$ cat config.mk
export PLATFORM = sky130hd
export DESIGN_NAME = ysyx_22050058_pc_reg
export DESIGN_NICKNAME = d
export VERILOG_FILES = /design/src/rtl/ysyx_22050058_define_pkg.sv /design/src/rtl/ysyx_22050058_redirect_buf.sv /design/src/rtl/ysyx_22050058_pc_reg.sv
export SDC_FILE = /design/constraint.sdc
export NUM_CORES = 1
export LEC_CHECK = 0
export ABC_AREA = 0
export CORE_MARGIN = 4
export CORE_UTILIZATION = 30
export DETAILED_ROUTE_END_ITERATION = 10
export HOLD_SLACK_MARGIN = 0.02
export PLACE_DENSITY = 0.51
export REMOVE_ABC_BUFFERS = 1
export SLEW_MARGIN = 20
export SYNTH_ARGS = -nofsm -noshare
export SYNTH_HDL_FRONTEND = slang
export SYNTH_SLANG_ARGS = --single-unit
export TNS_END_PERCENT = 100
$ cat constraint.sdc
create_clock -name clk -period 5.2 [get_ports clk]
set_input_delay 0.52 -clock clk [delete_from_list [all_inputs] [get_ports clk]]
set_output_delay 0.52 -clock clk [all_outputs]
set_load 0.05 [all_outputs]
$ cat src/rtl/ysyx_22050058_define_pkg.sv
// ysyx_22050058_define_pkg: shared control encodings, bus widths and fetch FSM states
package ysyx_22050058_define_pkg;
  localparam logic STALL_ENABLE = 1'b1;
  localparam logic STALL_DISABLE = 1'b0;
  localparam logic FLUSH_ENABLE = 1'b1;
  localparam logic CHIP_ENABLE = 1'b1;
  localparam logic CHIP_DISABLE = 1'b0;
  localparam int INST_ADDR_BUS = 64;
  localparam logic [INST_ADDR_BUS-1:0] ZERO_WORD = '0;
  typedef enum logic [1:0] {
    ST_RESET = 2'd0,
    ST_BOOT = 2'd1,
    ST_RUN = 2'd2
  } pc_state_e;
endpackage

$ cat src/rtl/ysyx_22050058_redirect_buf.sv
// ysyx_22050058_redirect_buf: holds one redirect target while fetch is stalled
module ysyx_22050058_redirect_buf
  import ysyx_22050058_define_pkg::*;
(
  input  logic                     clk,
  input  logic                     rst,
  input  logic                     capture,
  input  logic                     clear,
  input  logic [INST_ADDR_BUS-1:0] target_in,
  output logic                     valid,
  output logic [INST_ADDR_BUS-1:0] target
);
  always_ff @(posedge clk) begin
    valid <= (rst || clear) ? 1'b0 : (capture ? 1'b1 : valid);
    target <= rst ? ZERO_WORD : (capture ? target_in : target);
  end
endmodule

$ cat src/rtl/ysyx_22050058_pc_reg.sv
// ysyx_22050058_pc_reg: fetch pc with boot sequencing, stall/flush priority and deferred redirects
module ysyx_22050058_pc_reg
  import ysyx_22050058_define_pkg::*;
#(
  parameter logic [INST_ADDR_BUS-1:0] RESET_VECTOR = 64'h0000_0000_8000_0000
) (
  input  logic                     clk,
  input  logic                     rst,
  input  logic [5:0]               stall,
  input  logic [5:0]               flush,
  input  logic                     branch_flag,
  input  logic [INST_ADDR_BUS-1:0] branch_target,
  input  logic [INST_ADDR_BUS-1:0] trap_target,
  output logic [INST_ADDR_BUS-1:0] pc,
  output logic                     ce,
  output logic                     pend_valid,
  output logic                     misalign
);
  pc_state_e state, state_nxt;
  logic [INST_ADDR_BUS-1:0] pc_nxt, pc_inc, pend_target;
  logic run, stall_f, flush_f;
  logic unused_stages;
  assign unused_stages = ^{stall[5:1], flush[5:1]};
  assign stall_f = stall[0] == STALL_ENABLE;
  assign flush_f = flush[0] == FLUSH_ENABLE;
  assign run = state == ST_RUN;
  assign pc_inc = pc + INST_ADDR_BUS'(4);
  always_ff @(posedge clk) begin
    state <= rst ? ST_RESET : state_nxt;
  end
  always_comb begin
    state_nxt = (state == ST_RESET) ? ST_BOOT : ST_RUN;
  end
  always_comb begin
    ce = (state == ST_RESET) ? CHIP_DISABLE : CHIP_ENABLE;
    misalign = ce && (pc[1:0] != 2'b00);
  end
  // Leaving BOOT steps past the vector already fetched during the BOOT cycle.
  always_comb begin
    pc_nxt = !run ? ((state == ST_BOOT) ? pc_inc : RESET_VECTOR) :
             flush_f ? trap_target :
             stall_f ? pc :
             pend_valid ? pend_target :
             branch_flag ? branch_target : pc_inc;
  end
  always_ff @(posedge clk) begin
    pc <= rst ? RESET_VECTOR : pc_nxt;
  end
  ysyx_22050058_redirect_buf u_redirect_buf (
    .clk      (clk),
    .rst      (rst),
    .capture  (run && !flush_f && stall_f && branch_flag),
    .clear    (!run || flush_f || !stall_f),
    .target_in(branch_target),
    .valid    (pend_valid),
    .target   (pend_target)
  );
endmodule

Run 1, M3 wires:
Cells faint in the background.
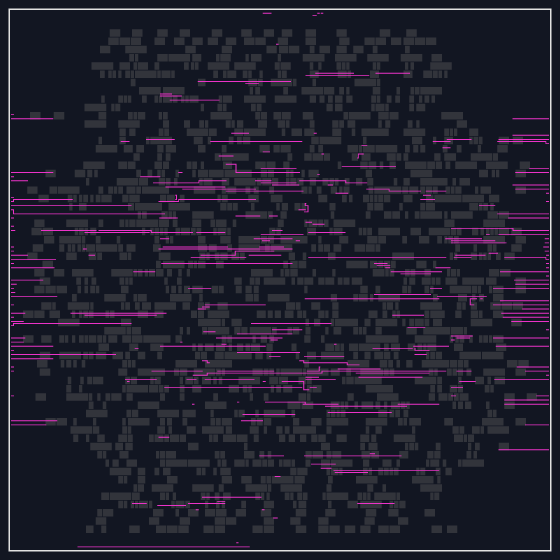
main direction: horizontal
share of all routed wire: 7.2%
met3 Resource Use GR: 4.20%
Routed WL: 39.0 mm
Via Count: 10100

Run 1, clock distribution:
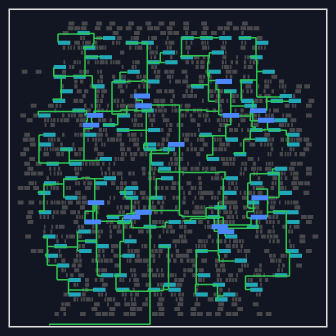
[flip-flops] cyan | count: 131
[clock wires] green | length: 2290 um
[cells driving clock nets] blue | count: 17
routed clock nets: 18
flops lie: spread over the die
Latency at later pin: 0.43 ns
Power Clock: 0.00119 W
Clk pwr share: 41.9%
skew final: 0.0127 ns

==> out/results.ini, run 1 <==
[cells_and_area]
area_delta_synth_final_pct = 31.7
final-nonclk-buf-share_pct = 18.6
diodes = 0
lay_top_cells = nand2_1 (208), clkdlybuf4s50_1 (196), a21oi_1 (141)
comb_area_share_pct = 48.6
fill_cells = 3032
seq_area_um2 = 2620

[global_routing]
overflow = 0
busiest_layer = met2

[logic_synthesis]
ys_types = 81
async_reset_ff_share_pct = 0
edf_count = 0
top_area_share_pct = 30.4
flop_cell = dfxtp_1
ys_sh_simple_pct = 31.0
top_cells_by_count = nand2_1 (209), a21oi_1 (141), dfxtp_1 (131), nor2_1 (112), o21ai_0 (95)
yosysCellCount = 1232
syn_inst = 1232
synth_adder_area_share_pct = 0.145

[power_and_ir_drop]
power_leader = clock
p_switching_w = 0.000905
swShare_pct = 31.8
pwr-share-comb_pct = 20.3
powerDensity_nw_per_um2 = 251

[sta]
slew_violations = 0
holdWs_ns = 0.422
worst_pin_slew_ns = 1.06
setup_violations = 0
fin_crit_sh_pct = 62.5

[clocking]
clock_path_buffers = 2
path_clk_slew_ns = 0.07
hold_buffers = 0
clockRootBuffer = clkbuf_16

[outcome]
status = finished, final reports clean

[run]
maxCapViolCount = 0

[drt]
drtAntennaViolNets = 0
drt-met1-wl_mm = 17.7

[worst_hold_path]
holdCritStartpoint = rst
hold_depth = 2

[placement]
dpl_worst_slack_ns = 1.83

[setup_path]
crit_arrival_ns = 3.59
crit_path_top_delay_cell = nor4_1
crit_buf_inv = 0

Run 1, track usage over the die:
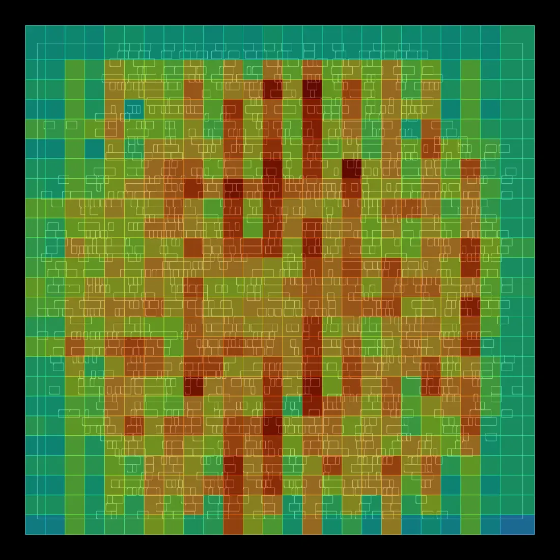
met2 GRT Util: 37.4%
routed length per instance: 22.2 um
final core occ: 40.4%
GRT met1 Usage: 33.6%
GRT Total Usage: 24.0%

Run 1, sizing map:
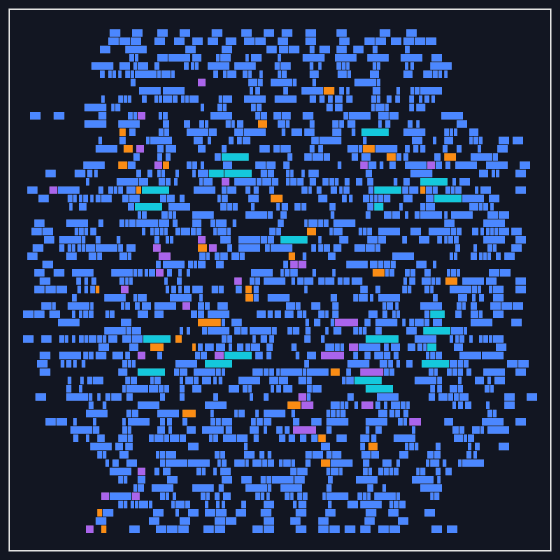

--- run 2 (diff from run 1) ---
Settings changed: PLACE_DENSITY 0.51 to 0.53.
Clock period 5.2 ns to 2.75 ns, I/O delays scaled along.
Run 2, sizing map:
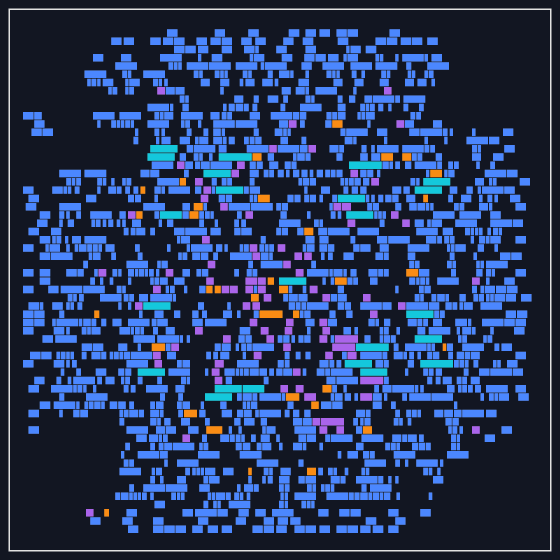
| size | color | cells | share |
|---|---|---|---|
| drive 3 to 4 | purple | 86 | 6.0% |
| drive 6 and up | cyan | 23 | 1.6% |
| drive 2 | orange | 34 | 2.4% |
| drive 1 or less | blue | 1295 | 90% |
Non-clock buffers: 276
area added between synthesis and finish: 37.5%
Final Cell Area: 11900 um^2
setup ws final: 0.191 ns

==> out/results.ini, run 2 <==
[power_and_ir_drop]
swShare_pct = 29.7  ; -2.1 points
power_frac_clock_pct = 43.2  ; +1.3 points
pg_clk_w = 0.00242  ; +100%
power_leader = clock
p_switching_w = 0.00167  ; +84%

[clocking]
clkLatencyLatePin_ns = 0.43  ; about the same
clock_path_buffers = 2  ; unchanged
clockRootBuffer = clkbuf_16

[sta]
holdWs_ns = 0.262  ; -0.160 ns
skew_ns = 0.0135  ; +0.000797 ns
setup_violations = 0  ; unchanged
fin_crit_sh_pct = 93.1  ; +31 points
worst_pin_slew_ns = 0.771  ; -0.285 ns

[logic_synthesis]
syn_inst = 1232  ; unchanged
ys_sh_simple_pct = 31.0  ; unchanged
edf_count = 0  ; unchanged
top_cells_by_count = nand2_1 (209), a21oi_1 (141), dfxtp_1 (131), nor2_1 (112), o21ai_0 (95)

[global_routing]
busiest_layer = met2
grtUsageTotal_pct = 24.3  ; +0.35 points
overflow = 0  ; unchanged
use_met1_pct = 34.5  ; +0.86 points

[setup_path]
crit_path_top_delay_cell = nor4_4
crit_buf_inv = 1  ; +1

[cells_and_area]
postLayoutCoreUtil_pct = 42.2  ; +1.8 points
comb_area_share_pct = 46.5  ; -2.1 points
final-nonclk-buf-share_pct = 21.8  ; +3.2 points

[outcome]
status = finished, final reports clean

[placement]
dpl_worst_slack_ns = 0.285  ; -1.54 ns

[drt]
wirelength_mm = 39.5  ; +1.3%

Run 2, track usage over the die:
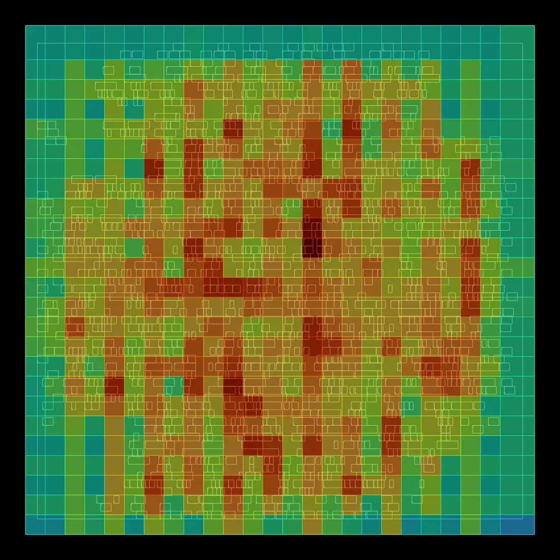

--- run 3 (diff from run 2) ---
Settings changed: MAX_ROUTING_LAYER set to met4.
Clock period 2.75 ns to 2.05 ns, I/O delays scaled along.
Run 3, track usage over the die:
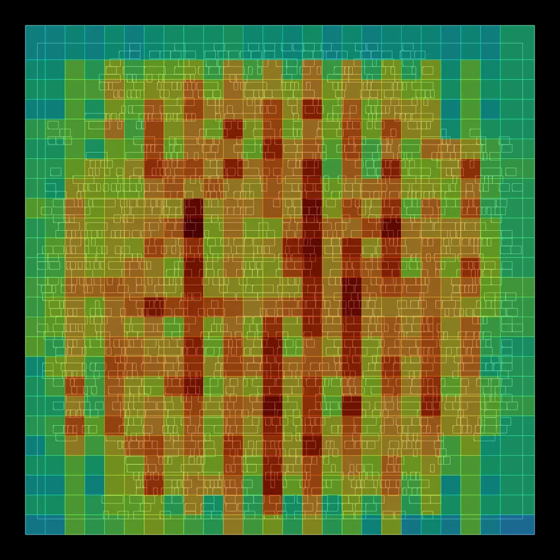
met2 GRT Util: 40.9%
routed length per instance: 21.5 um
met3 Resource Use GR: 4.56%
GRT met1 Usage: 36.4%
final core occ: 48.6%

==> out/results.ini, run 3 <==
[logic_synthesis]
syn_inst = 1232  ; unchanged
yosys-top-cells-area = dfxtp_1 (30%), nand2_1 (9.1%), a21oi_1 (8.2%)
edf_count = 0  ; unchanged
top_cells_by_count = nand2_1 (209), a21oi_1 (141), dfxtp_1 (131), nor2_1 (112), o21ai_0 (95)
logic_family = simple AND/OR/NAND/NOR gates
synth_adder_area_share_pct = 0.145
synth_area_leader_cell = dfxtp_1
ys_sh_simple_pct = 31.0  ; unchanged

[die]
rows = 61
core-area_um2 = 28100
die_w_um = 178

[clocking]
clkLatencyLatePin_ns = 0.43  ; about the same
clock_path_buffers = 2  ; unchanged
clockRootBuffer = clkbuf_16

[sta]
setup_violations = 5  ; +5
worst_slack_ns = -0.0749  ; -0.266 ns
skew_ns = 0.0109  ; -0.00256 ns
fin_crit_sh_pct = 104  ; +11 points
worst_pin_slew_ns = 0.575  ; -0.196 ns
hold_viol = 0

[global_routing]
overflow = 0  ; unchanged
grtUsageTotal_pct = 26.7  ; +2.4 points
busiest_layer = met2

[cells_and_area]
area_delta_synth_final_pct = 58.3
final_cell_area_um2 = 13700  ; +15%
design.seq.count = 131
comb_area_share_pct = 44.0  ; -2.5 points
nets = 1709
lay_top_cells = nand2_1 (203), buf_4 (190), clkdlybuf4s50_1 (186)
nClkBuffers = 18
seq_area_um2 = 2670
n_all_buffers = 415  ; +50%
final-nonclk-buf-share_pct = 28.2  ; +6.5 points
logic_area_um2 = 6010

[setup_path]
crit_path_top_delay_cell = or4_4
crit_arrival_ns = 2.50
cp-start-kind = flop
crit_buf_inv = 1  ; unchanged

[drt]
wirelength_mm = 42.0  ; +6.3%
drtIter0Drc = 1117
drtAntennaViolNets = 0

[outcome]
failed_checks = negative setup slack
status = complete, but fails checks

[power_and_ir_drop]
power_frac_clock_pct = 41.6  ; -1.6 points
pg_clk_w = 0.00319  ; +32%
swShare_pct = 31.8  ; +2.1 points
power_leader = clock
p_switching_w = 0.00243  ; +46%

[run]
warnings = 37

[placement]
dpl_worst_slack_ns = -0.384  ; -0.669 ns

Power and IR drop assume default switching activity.
